power_grid.png
(4 px per µm) Pins as bars on the die edge. Tap cells in grey.
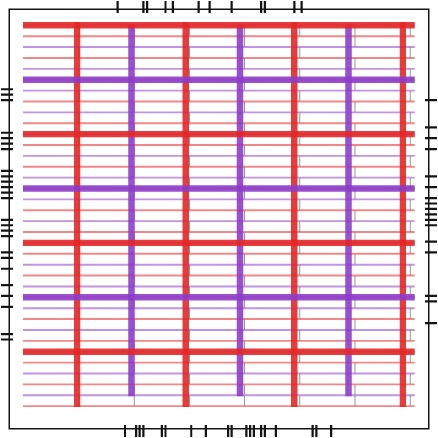
placement_by_type.png
(4 px per µm) Fill, decap, tap and diode cells in grey.
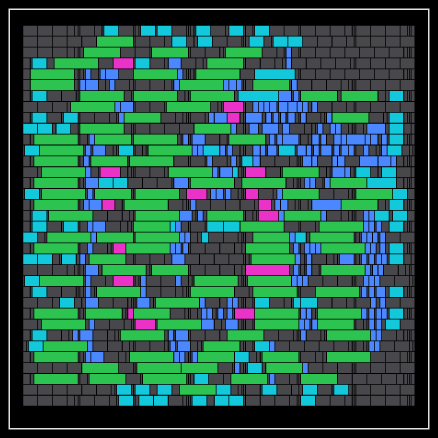
clk_routes.png
(4 px per µm)
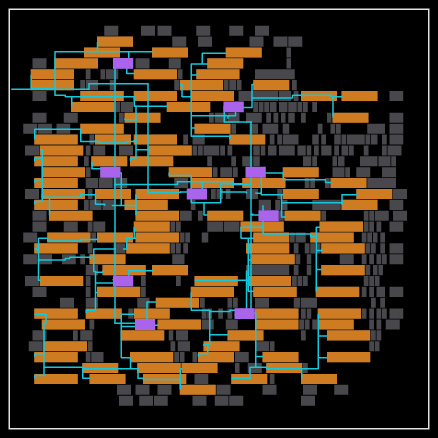
wires.png
(4 px per µm)
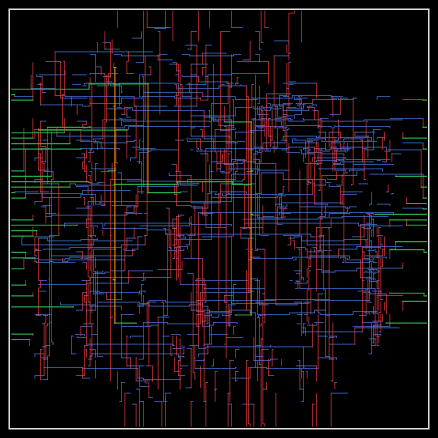
### src/rtl/v_issue_ctrl.sv
// Vector issue sequencer: 2-entry instruction queue feeding v_inst_decode, one op in flight.
// Optional performance counters are compiled in when V_ISSUE_PERF_EN is defined.
module v_issue_ctrl #(
    parameter int VINST_W   = 32,
    parameter int MEM_LAT   = 2,
    parameter int LONG_LAT  = 4,
    parameter int SHORT_LAT = 1
) (
    input  logic               clk,
    input  logic               rst,
    input  logic               inst_valid_i,
    input  logic [VINST_W-1:0] inst_i,
    output logic               inst_ready_o,
    input  logic               flush_i,
    output logic               issue_valid_o,
    output logic [VINST_W-1:0] issue_inst_o,
    output logic               done_o,
    output logic               busy_o,
    output logic               illegal_o
`ifdef V_ISSUE_PERF_EN
    ,
    output logic [31:0]        perf_issue_cnt_o,
    output logic [31:0]        perf_stall_cnt_o
`endif
);

    localparam logic [6:0] OPCODE_VL  = 7'b0000111;
    localparam logic [6:0] OPCODE_VS  = 7'b0100111;
    localparam logic [6:0] OPCODE_VEC = 7'b1010111;
    localparam logic [2:0] FUNCT3_IVV = 3'b000;

    // Custom accelerator ops live in the upper funct6 space of OPIVV.
    localparam logic [5:0] FUNCT6_CONV1 = 6'b100000;
    localparam logic [5:0] FUNCT6_CONV2 = 6'b100001;
    localparam logic [5:0] FUNCT6_POOL1 = 6'b100010;
    localparam logic [5:0] FUNCT6_POOL2 = 6'b100011;
    localparam logic [5:0] FUNCT6_FC1   = 6'b100100;

    localparam int MAX_A   = (MEM_LAT > LONG_LAT) ? MEM_LAT : LONG_LAT;
    localparam int MAX_LAT = (MAX_A > SHORT_LAT) ? MAX_A : SHORT_LAT;
    localparam int CNT_W   = $clog2(MAX_LAT + 1);

    localparam logic [1:0] ST_IDLE = 2'd0;
    localparam logic [1:0] ST_EXEC = 2'd1;
    localparam logic [1:0] ST_LAST = 2'd2;

    logic [VINST_W-1:0] q_mem [2];
    logic               wr_ptr;
    logic               rd_ptr;
    logic [1:0]         q_cnt;
    logic [CNT_W-1:0]   cnt;
    logic [1:0]         state;

    logic [VINST_W-1:0] head;
    logic [6:0]         head_opcode;
    logic [2:0]         head_funct3;
    logic [5:0]         head_funct6;
    logic               head_long;
    logic               head_legal;
    logic [CNT_W-1:0]   head_lat;

    logic q_empty;
    logic q_full;
    logic push;
    logic issue_fire;
    logic drop_fire;
    logic pop;

    assign head        = q_mem[rd_ptr];
    assign head_opcode = head[6:0];
    assign head_funct3 = head[14:12];
    assign head_funct6 = head[31:26];
    assign q_empty     = (q_cnt == 2'd0);
    assign q_full      = (q_cnt == 2'd2);

    always_comb begin
        head_long  = 1'b0;
        head_legal = 1'b0;
        head_lat   = CNT_W'(SHORT_LAT);
        if (head_funct3 == FUNCT3_IVV &&
            (head_funct6 == FUNCT6_CONV1 || head_funct6 == FUNCT6_CONV2 ||
             head_funct6 == FUNCT6_POOL1 || head_funct6 == FUNCT6_POOL2 ||
             head_funct6 == FUNCT6_FC1)) begin
            head_long = 1'b1;
        end
        if (head_opcode == OPCODE_VL || head_opcode == OPCODE_VS) begin
            head_legal = 1'b1;
            head_lat   = CNT_W'(MEM_LAT);
        end else if (head_opcode == OPCODE_VEC) begin
            head_legal = 1'b1;
            head_lat   = head_long ? CNT_W'(LONG_LAT) : CNT_W'(SHORT_LAT);
        end
    end

    always_comb begin
        state = ST_IDLE;
        if (cnt == CNT_W'(1)) begin
            state = ST_LAST;
        end else if (cnt != '0) begin
            state = ST_EXEC;
        end
    end

    // An illegal head is dropped without waiting for the in-flight op to drain.
    assign issue_fire = !q_empty && !flush_i && head_legal && (cnt <= CNT_W'(1));
    assign drop_fire  = !q_empty && !flush_i && !head_legal;
    assign pop        = issue_fire || drop_fire;
    assign push       = inst_valid_i && !q_full && !flush_i;

    assign inst_ready_o = !q_full;
    assign busy_o       = !q_empty || (cnt != '0);
    assign done_o       = (state == ST_LAST);

    always_ff @(posedge clk) begin
        if (push) begin
            q_mem[wr_ptr] <= inst_i;
        end
    end

    always_ff @(posedge clk or posedge rst) begin
        if (rst) begin
            wr_ptr <= 1'b0;
            rd_ptr <= 1'b0;
            q_cnt  <= 2'd0;
        end else if (flush_i) begin
            wr_ptr <= 1'b0;
            rd_ptr <= 1'b0;
            q_cnt  <= 2'd0;
        end else begin
            if (push) begin
                wr_ptr <= ~wr_ptr;
            end
            if (pop) begin
                rd_ptr <= ~rd_ptr;
            end
            case ({push, pop})
                2'b10:   q_cnt <= q_cnt + 2'd1;
                2'b01:   q_cnt <= q_cnt - 2'd1;
                default: q_cnt <= q_cnt;
            endcase
        end
    end

    always_ff @(posedge clk or posedge rst) begin
        if (rst) begin
            cnt           <= '0;
            issue_valid_o <= 1'b0;
            issue_inst_o  <= '0;
            illegal_o     <= 1'b0;
        end else begin
            illegal_o <= drop_fire;
            if (issue_fire) begin
                cnt           <= head_lat;
                issue_valid_o <= 1'b1;
                issue_inst_o  <= head;
            end else begin
                issue_valid_o <= 1'b0;
                issue_inst_o  <= '0;
                if (cnt != '0) begin
                    cnt <= cnt - CNT_W'(1);
                end
            end
        end
    end

`ifdef V_ISSUE_PERF_EN
    logic stall_cond;
    assign stall_cond = !q_empty && head_legal && (cnt > CNT_W'(1));

    always_ff @(posedge clk or posedge rst) begin
        if (rst) begin
            perf_issue_cnt_o <= 32'd0;
            perf_stall_cnt_o <= 32'd0;
        end else begin
            if (issue_fire) begin
                perf_issue_cnt_o <= perf_issue_cnt_o + 32'd1;
            end
            if (stall_cond) begin
                perf_stall_cnt_o <= perf_stall_cnt_o + 32'd1;
            end
        end
    end
`endif

endmodule
### config.mk
export PLATFORM = sky130hd
export DESIGN_NAME = v_issue_ctrl
export DESIGN_NICKNAME = d
export VERILOG_FILES = /design/src/rtl/v_issue_ctrl.sv
export SDC_FILE = /design/constraint.sdc
export NUM_CORES = 1
export LEC_CHECK = 0
export ABC_AREA = 1
export CAP_MARGIN = 5
export CORE_MARGIN = 3
export CORE_UTILIZATION = 42
export CTS_CLUSTER_DIAMETER = 60
export DETAILED_ROUTE_END_ITERATION = 7
export GPL_TIMING_DRIVEN = 0
export PLACE_DENSITY = 0.64
export SLEW_MARGIN = 20
export SYNTH_ARGS = -nofsm -noshare
export SYNTH_HDL_FRONTEND = slang
export SYNTH_SLANG_ARGS = --single-unit
export TNS_END_PERCENT = 100
### constraint.sdc
create_clock -name clk -period 7.7 [get_ports clk]
set_clock_uncertainty 0.1 [all_clocks]
set_input_delay 1.54 -clock clk [delete_from_list [all_inputs] [get_ports clk]]
set_output_delay 1.54 -clock clk [all_outputs]
set_load 0.02 [all_outputs]
==> results.cfg <==
; physical design summary
[clock_network]
post_cts_buffers = 0
htreeDepth = 3
root_buffer = clkbuf_8
cts_buffers = 9
clockBufferDepth = 2

[placement]
place_ws_ns = 4.23
dpl_cell_area_um2 = 5040
dp.cells = 536
dp_hpwl_mm = 5.31
portBuffers = 72

[yosys]
ys_sh_adder_pct = 0.922
synth-simple-area-share_pct = 14.5
mux_share_pct = 0.246
synth_nets = 371
yosys.area.top_type_share_pct = 47.2
ys_area_um2 = 4070
synth.distinct_cells = 26
synth_top_cell_by_area = edfxtp_1
syn_avg_cell_area_um2 = 12.3
ys_top_logic_family = simple AND/OR/NAND/NOR gates
synth_xor_xnor_area_share_pct = 0.430

[grt]
grt_pass1_vias = 2618
busiest_layer = met2
grt.total_usage_pct = 15.1
grtUsageMet2_pct = 24.8

[final_timing]
hold_viol = 0
fmax_mhz = 285
worst_slack_ns = 4.20
slew_headroom_pct = 64.4

[pwr]
leakage_nw = 2.22
pwr-share-comb_pct = 21.1
intPower_w = 0.000899
netSwitchingFraction_pct = 29.4
p_total_w = 0.00127
power_density_nw_per_um2 = 243
p_clk_w = 0.000339
seq_cell_power_w = 0.000665
power-top-group = registers

[drt]
firstDrtPassIters = 4
wirelength_mm = 7.45
dr_total_vias = 2524
ant_nets = 0
routedWlPerCell_um = 13.5
drtIter0Drc = 97

[setup_path]
reg2reg_from = rd_ptr
path_cells = inv_1 > ha_1 > inv_1 > nor2_1 > nand2_1 > clkdlybuf4s50_1
worstReg2RegEnd = cnt[2]
path_delay_family = buffers and inverters
crit_start = cnt[0]
start_kind = register
crit_buf_inv = 3
worstPathRequired_ns = 6.06
reg2reg_depth = 8

[finish]
antennaDiodeCount = 0
post-route-util_pct = 56.2
layout.nets = 457

[floorplan]
die_y_um = 104
chip_area_um2 = 10900
fp.dieW_um = 104

[outcome]
status = complete, no violations
Notes on power_grid.png above:
Key: VSS = red; VDD = purple
7 straps on met4. 36 met1 rails follow the rows. 7 straps on met5.

Notes on placement_by_type.png above:
Key: clock drivers and dummy loads = magenta [cells 16, share of their area 4.0%]; combinational and other logic = blue [cells 216, share of their area 21%]; other buffers and delay cells = cyan [cells 86, share of their area 17%]; flops = green [cells 105, share of their area 58%]

Notes on clk_routes.png above:
Key: clock drivers = purple [count 9]; clock wires = cyan [length 1080 µm]; flip-flops = orange [count 105]
There are 10 routed clock nets.

Notes on wires.png above:
Key: metal 3 = green [wire length 409 µm]; metal 2 = red [wire length 3580 µm]; metal 1 = blue [wire length 3320 µm]; metal 4 = orange [wire length 139 µm]

-- sequential cells by signal, indices dropped and copies added, names as in the netlist --
name           count
q_mem             64
issue_inst_o      32
cnt                3
q_cnt              2
illegal_o          1
issue_valid_o      1
rd_ptr             1
wr_ptr             1
-- per-layer routing --
layer,up-vias,routed length (µm)
li1,1256,-
met1,1200,3320
met2,56,3580
met3,12,409
met4,0,139
met5,-,0
-- layout make-up --
cell class	instances	area, µm²	share of cell area (%)
sequential	105	2950	56.2
buffer	11	88.8	1.69
inverter	29	109	2.07
timing repair buffer	75	796	15.2
clock inverter	7	77.6	1.48
multi-input combinational	187	942	18.0
tap	129	161	3.08
clock buffer	9	124	2.36
-- Yosys cell counts (all sizes together) --
master	instances
edfxtp	64
conb	1
dfrtp	41
nor2	25
o31ai	1
a21boi	1
mux2i	1
o21ai	6
nand4	4
xor2	2
nand3	6
inv	29
ha	3
a21oi	25
nand2	111
buf	9
o22ai	1
clkbuf	2
-- cell usage in the layout (no fill, tap or decap), drive strengths merged, types with 3 or more instances in the layout --
| cell | count |
|---|---|
| a21oi | 25 |
| nand3 | 6 |
| dfrtp | 41 |
| clkbuf | 11 |
| o21ai | 6 |
| ha | 3 |
| nand4 | 4 |
| buf | 12 |
| nor2 | 25 |
| clkinv | 4 |
| clkdlybuf4s50 | 72 |
| edfxtp | 64 |
| nand2 | 111 |
| inv | 31 |
-- worst min-delay path by stage --
stage                 start                to  slack, ns  cells past startpoint
2_1_floorplan        wr_ptr            wr_ptr       0.36                      1
3_3_place_gp         wr_ptr            wr_ptr       0.37                      1
3_5_place_dp         cnt[1]            cnt[1]       0.40                      2
4_1_cts        q_mem[0][24]  issue_inst_o[24]       0.42                      2
5_1_grt        q_mem[0][23]  issue_inst_o[23]       0.44                      2
6_report       q_mem[0][24]  issue_inst_o[24]       0.42                      2
No activity file was given, so power comes from the tool's default toggle rates.
